Fig. 1: power grid
The bar under the picture is 20 um long. Pins as bars on the die edge. Tap cells in gray.
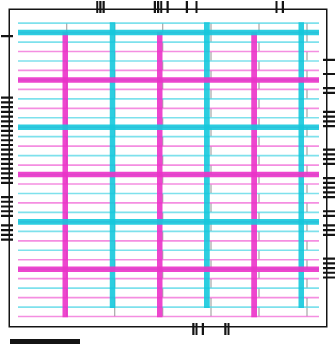
Fig. 2: cell classes on the final placement
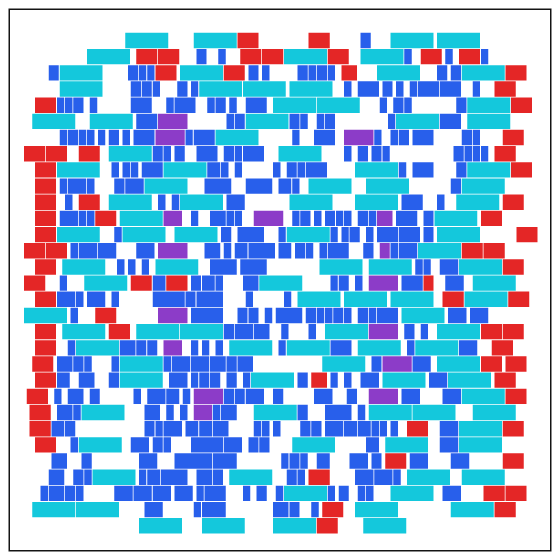
Fig. 3: clock distribution
The bar under the picture is 20 um long.
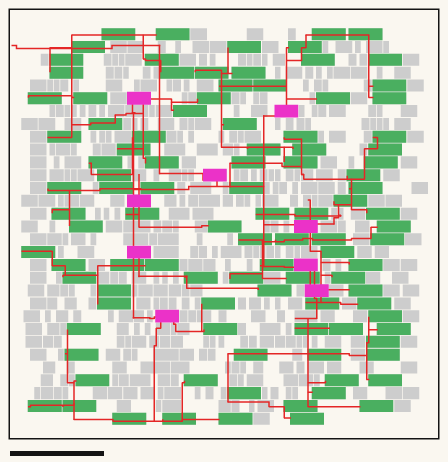
Fig. 4: wiring by layer
The bar under the picture is 20 um long. Two of the layers only.
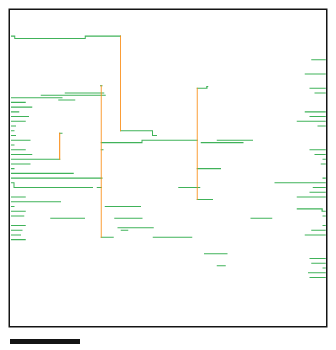
File: src/rtl/ram_loader_if.sv
// Byte stream in, RAM port A write out. The loader takes the master side and the
// stream source / RAM take the slave side.
interface ram_loader_if #(
  parameter int ADDR_W = 7,
  parameter int DATA_W = 32
);
  logic [7:0]        s_data;
  logic              s_valid;
  logic              s_ready;
  logic              wea;
  logic [ADDR_W-1:0] addra;
  logic [DATA_W-1:0] dina;

  modport master (input s_data, s_valid, output s_ready, wea, addra, dina);
  modport slave  (output s_data, s_valid, input s_ready, wea, addra, dina);
endinterface

File: src/rtl/ram_loader.sv
// Program loader: packs stream bytes little-endian into RAM words and holds the CPU in reset
// until the requested number of words has been written.
//  state | meaning
//  IDLE  | after reset, waiting for start, cpu held in reset
//  RECV  | collecting bytes of the current word
//  WRITE | one-cycle RAM write of the packed word
//  DONE  | load finished, cpu released, waiting for a new start
module ram_loader #(
  parameter int ADDR_W = 7,
  parameter int DATA_W = 32
) (
  input  logic              clk,
  input  logic              rst,
  input  logic              start,
  input  logic [ADDR_W:0]   len,
  ram_loader_if.master      bus,
  output logic              busy,
  output logic              done,
  output logic              cpu_rst,
  output logic [7:0]        chk
);
  localparam int BPW  = DATA_W / 8;
  localparam int BC_W = (BPW > 1) ? $clog2(BPW) : 1;
  localparam logic [ADDR_W:0] MAXLEN = {1'b1, {ADDR_W{1'b0}}};
  localparam logic [BC_W-1:0] LASTB  = BC_W'(BPW - 1);

  typedef enum logic [1:0] {IDLE, RECV, WRITE, DONE} state_t;

  state_t            state, state_n;
  logic [ADDR_W:0]   len_q, len_n, wcnt, wcnt_n;
  logic [ADDR_W-1:0] widx, widx_n, addra_q, addra_n;
  logic [BC_W-1:0]   bcnt, bcnt_n;
  logic [DATA_W-1:0] word, word_n, dina_q, dina_n;
  logic [7:0]        chk_n;
  logic              s_ready_q, s_ready_n, wea_q, wea_n;
  logic              busy_n, done_n, cpu_rst_n;

  assign bus.s_ready = s_ready_q;
  assign bus.wea     = wea_q;
  assign bus.addra   = addra_q;
  assign bus.dina    = dina_q;

  // Outputs are computed alongside the next state and registered with it.
  always_comb begin
    state_n   = state;
    len_n     = len_q;
    wcnt_n    = wcnt;
    widx_n    = widx;
    bcnt_n    = bcnt;
    word_n    = word;
    chk_n     = chk;
    addra_n   = addra_q;
    dina_n    = dina_q;
    s_ready_n = s_ready_q;
    wea_n     = 1'b0;
    busy_n    = busy;
    done_n    = done;
    cpu_rst_n = cpu_rst;
    case (state)
      IDLE, DONE: begin
        if (start) begin
          len_n     = (len > MAXLEN) ? MAXLEN : len;
          wcnt_n    = '0;
          widx_n    = '0;
          bcnt_n    = '0;
          chk_n     = '0;
          if (len == '0) begin
            state_n   = DONE;
            done_n    = 1'b1;
            cpu_rst_n = 1'b0;
          end else begin
            state_n   = RECV;
            done_n    = 1'b0;
            busy_n    = 1'b1;
            s_ready_n = 1'b1;
            cpu_rst_n = 1'b1;
          end
        end
      end
      RECV: begin
        if (bus.s_valid && s_ready_q) begin
          for (int k = 0; k < BPW; k++)
            if (bcnt == BC_W'(k)) word_n[8*k +: 8] = bus.s_data;
          chk_n  = chk ^ bus.s_data;
          bcnt_n = bcnt + 1'b1;
          if (bcnt == LASTB) begin
            bcnt_n    = '0;
            state_n   = WRITE;
            s_ready_n = 1'b0;
            wea_n     = 1'b1;
            addra_n   = widx;
            dina_n    = word_n;
          end
        end
      end
      WRITE: begin
        widx_n = widx + 1'b1;
        wcnt_n = wcnt + 1'b1;
        if (wcnt_n == len_q) begin
          state_n   = DONE;
          busy_n    = 1'b0;
          done_n    = 1'b1;
          cpu_rst_n = 1'b0;
        end else begin
          state_n   = RECV;
          s_ready_n = 1'b1;
        end
      end
      default: state_n = IDLE;
    endcase
  end

  always_ff @(posedge clk) begin
    if (rst) begin
      state     <= IDLE;
      len_q     <= '0;
      wcnt      <= '0;
      widx      <= '0;
      bcnt      <= '0;
      word      <= '0;
      chk       <= '0;
      addra_q   <= '0;
      dina_q    <= '0;
      s_ready_q <= 1'b0;
      wea_q     <= 1'b0;
      busy      <= 1'b0;
      done      <= 1'b0;
      cpu_rst   <= 1'b1;
    end else begin
      state     <= state_n;
      len_q     <= len_n;
      wcnt      <= wcnt_n;
      widx      <= widx_n;
      bcnt      <= bcnt_n;
      word      <= word_n;
      chk       <= chk_n;
      addra_q   <= addra_n;
      dina_q    <= dina_n;
      s_ready_q <= s_ready_n;
      wea_q     <= wea_n;
      busy      <= busy_n;
      done      <= done_n;
      cpu_rst   <= cpu_rst_n;
    end
  end
endmodule
File: src/flat_wrapper.sv
// flat-port wrapper written by rule: the top's interface ports become plain ports
module ram_loader_flat 
#(
  parameter int ADDR_W = 7,
  parameter int DATA_W = 32
)
  (clk, rst, start, len, busy, done, cpu_rst, chk, bus_s_data, bus_s_valid, bus_s_ready, bus_wea, bus_addra, bus_dina);
  ram_loader_if #(.ADDR_W(ADDR_W), .DATA_W(DATA_W)) bus_i ();
  input  logic clk;
  input  logic rst;
  input  logic start;
  input  logic [ADDR_W:0] len;
  output logic busy;
  output logic done;
  output logic cpu_rst;
  output logic [7:0] chk;
  input wire logic [$bits(bus_i.s_data)-1:0] bus_s_data;
  input wire logic [$bits(bus_i.s_valid)-1:0] bus_s_valid;
  output wire logic [$bits(bus_i.s_ready)-1:0] bus_s_ready;
  output wire logic [$bits(bus_i.wea)-1:0] bus_wea;
  output wire logic [$bits(bus_i.addra)-1:0] bus_addra;
  output wire logic [$bits(bus_i.dina)-1:0] bus_dina;
  assign bus_i.s_data = bus_s_data;
  assign bus_i.s_valid = bus_s_valid;
  assign bus_s_ready = bus_i.s_ready;
  assign bus_wea = bus_i.wea;
  assign bus_addra = bus_i.addra;
  assign bus_dina = bus_i.dina;
  ram_loader #(.ADDR_W(ADDR_W), .DATA_W(DATA_W)) u_core (.clk(clk), .rst(rst), .start(start), .len(len), .bus(bus_i), .busy(busy), .done(done), .cpu_rst(cpu_rst), .chk(chk));
endmodule
File: config.mk
export PLATFORM = sky130hd
export DESIGN_NAME = ram_loader_flat
export DESIGN_NICKNAME = d
export VERILOG_FILES = /design/src/rtl/ram_loader_if.sv /design/src/rtl/ram_loader.sv /design/src/flat_wrapper.sv
export SDC_FILE = /design/constraint.sdc
export NUM_CORES = 1
export LEC_CHECK = 0
export CORE_MARGIN = 2
export CORE_UTILIZATION = 57
export DETAILED_ROUTE_END_ITERATION = 7
export PLACE_DENSITY_LB_ADDON = 0.1
export SETUP_SLACK_MARGIN = 0.3
export SYNTH_ARGS = -nofsm -noshare
export SYNTH_HDL_FRONTEND = slang
export SYNTH_SLANG_ARGS = --single-unit
File: constraint.sdc
create_clock -name clk -period 6.1 [get_ports clk]
set_clock_uncertainty 0.2 [all_clocks]
set_input_delay 1.22 -clock clk [delete_from_list [all_inputs] [get_ports clk]]
set_output_delay 1.22 -clock clk [all_outputs]
set_load 0.005 [all_outputs]
==> flow_summary.json <==
{
  "warnings": 31,
  "total_power_mw": 1.708,
  "synthCells": 496,
  "dr.pass1.iters": 4,
  "io_buffers": 71,
  "fin_setup_tns_ns": 0,
  "post_cts_buffers": 0,
  "worst_pin_slew_ns": 0.9816,
  "fin_nets": 571,
  "dp_slack_ns": 2.643,
  "drt-total-wl_um": 9229,
  "p_switching_mw": 0.5833,
  "outcome": "completed",
  "cap_violations": 0,
  "p_int_mw": 1.125,
  "leakagePower_nw": 1.868,
  "postLayoutCoreUtil": 0.7112,
  "hp-start": "u_core.bus.dina[17]$_SDFFE_PP0P_",
  "top_layer": "met4",
  "crit_chain": "clkdlybuf4s50_1, and3_1, nand2_1, or2_2, inv_1, a22o_1",
  "htree_levels": 3,
  "dp_hpwl_um": 6385,
  "ys_cells": 496,
  "wl_met1_um": 4485,
  "layoutNonFillerInstCount": 646,
  "worstSetupPathType": "in2reg",
  "dieArea_um2": 8246,
  "period_used_share": 0.5048,
  "io_pins": 72,
  "synth_area_per_cell_um2": 8.660,
  "die_w_um": 90.81,
  "post_drt_wl_per_cell_um": 14.29,
  "hold_end": "u_core.bus.dina[17]$_SDFFE_PP0P_",
  "dp_cells": 630,
  "power.group.top": "registers",
  "gr-usage-met2": 0.3688,
  "slew_headroom": 0.3456,
  "cp-end-kind": "flop",
  "via_count": 3511,
  "cts_tree": "done"
}
-- Fig. 1 (at the start) --
Key: VSS = magenta; VDD = cyan
The core has 31 rows. 72 signal pins sit on the boundary. 32 met1 rails follow the rows. 6 straps on met4. 99 tap cells.

-- Fig. 2 (at the start) --
Key: clock drivers and dummy loads = purple [cells 16]; sequential cells = cyan [cells 103]; remaining buffers and delay cells = red [cells 73]; combinational and other logic = blue [cells 355]

-- Fig. 3 (at the start) --
Key: clock drivers = magenta [count 9]; clock wires = red [length 1090 um]; flip-flops = green [count 103]
There are 10 routed clock nets. Position of the flops: spread over the die.

-- Fig. 4 (at the start) --
Key: metal 3 = green [wire length 517 um]; metal 4 = orange [wire length 110 um]

-- cell type report --
| cell class | instances | area, um^2 |
|---|---|---|
| clock buffers | 11 | 151.4 |
| clock inverters | 5 | 38.79 |
| fillers | 615 | 2106 |
| inverters | 8 | 30.03 |
| multi-input cells | 347 | 2059 |
| flip-flops and latches | 103 | 2062 |
| well taps | 99 | 123.9 |
| repair buffers | 73 | 720.7 |
-- logic make-up after synthesis --
group / after synthesis / synth area share
compound gates: 108 / 0.1550
simple gates: 179 / 0.1844
mux: 27 / 0.06408
fa+ha+maj: 9 / 0.02622
xor+xnor: 24 / 0.04894
flops: 103 / 0.4800
buf+inv: 46 / 0.04136
-- flip-flops by register name, indices dropped and copies added (netlist names) --
signal and flops:
u_core.bus.dina 32, u_core.word 24, u_core.chk 8, u_core.len_q 8, u_core.wcnt 8, u_core.bus.addra 7
u_core.widx 7, u_core.bcnt 2, u_core.state 2, u_core.bus.s_ready 1, u_core.bus.wea 1, u_core.busy 1
u_core.cpu_rst 1, u_core.done 1
-- cells in the mapped netlist (2+ instances only) --
cell type  number  share of area
dfxtp_1       103           0.48
nand2_1        98          0.086
a21oi_1        44          0.051
nor2_1         41          0.036
o21ai_0        33          0.038
clkbuf_1       31          0.027
mux2i_1        26          0.061
a22o_1         15          0.031
xor2_1         15          0.031
nor3b_1        10          0.017
ha_1            9          0.026
xnor2_1         9          0.018
inv_1           8         0.0070
nand3_1         6         0.0070
buf_2           4         0.0047
nor3_1          4         0.0047
nor4_1          4         0.0058
a22oi_1         3         0.0052
and2_1          3         0.0044
buf_1           3         0.0026
a32oi_1         2         0.0041
and3_1          2         0.0029
nand4_1         2         0.0029
o21a_1          2         0.0035
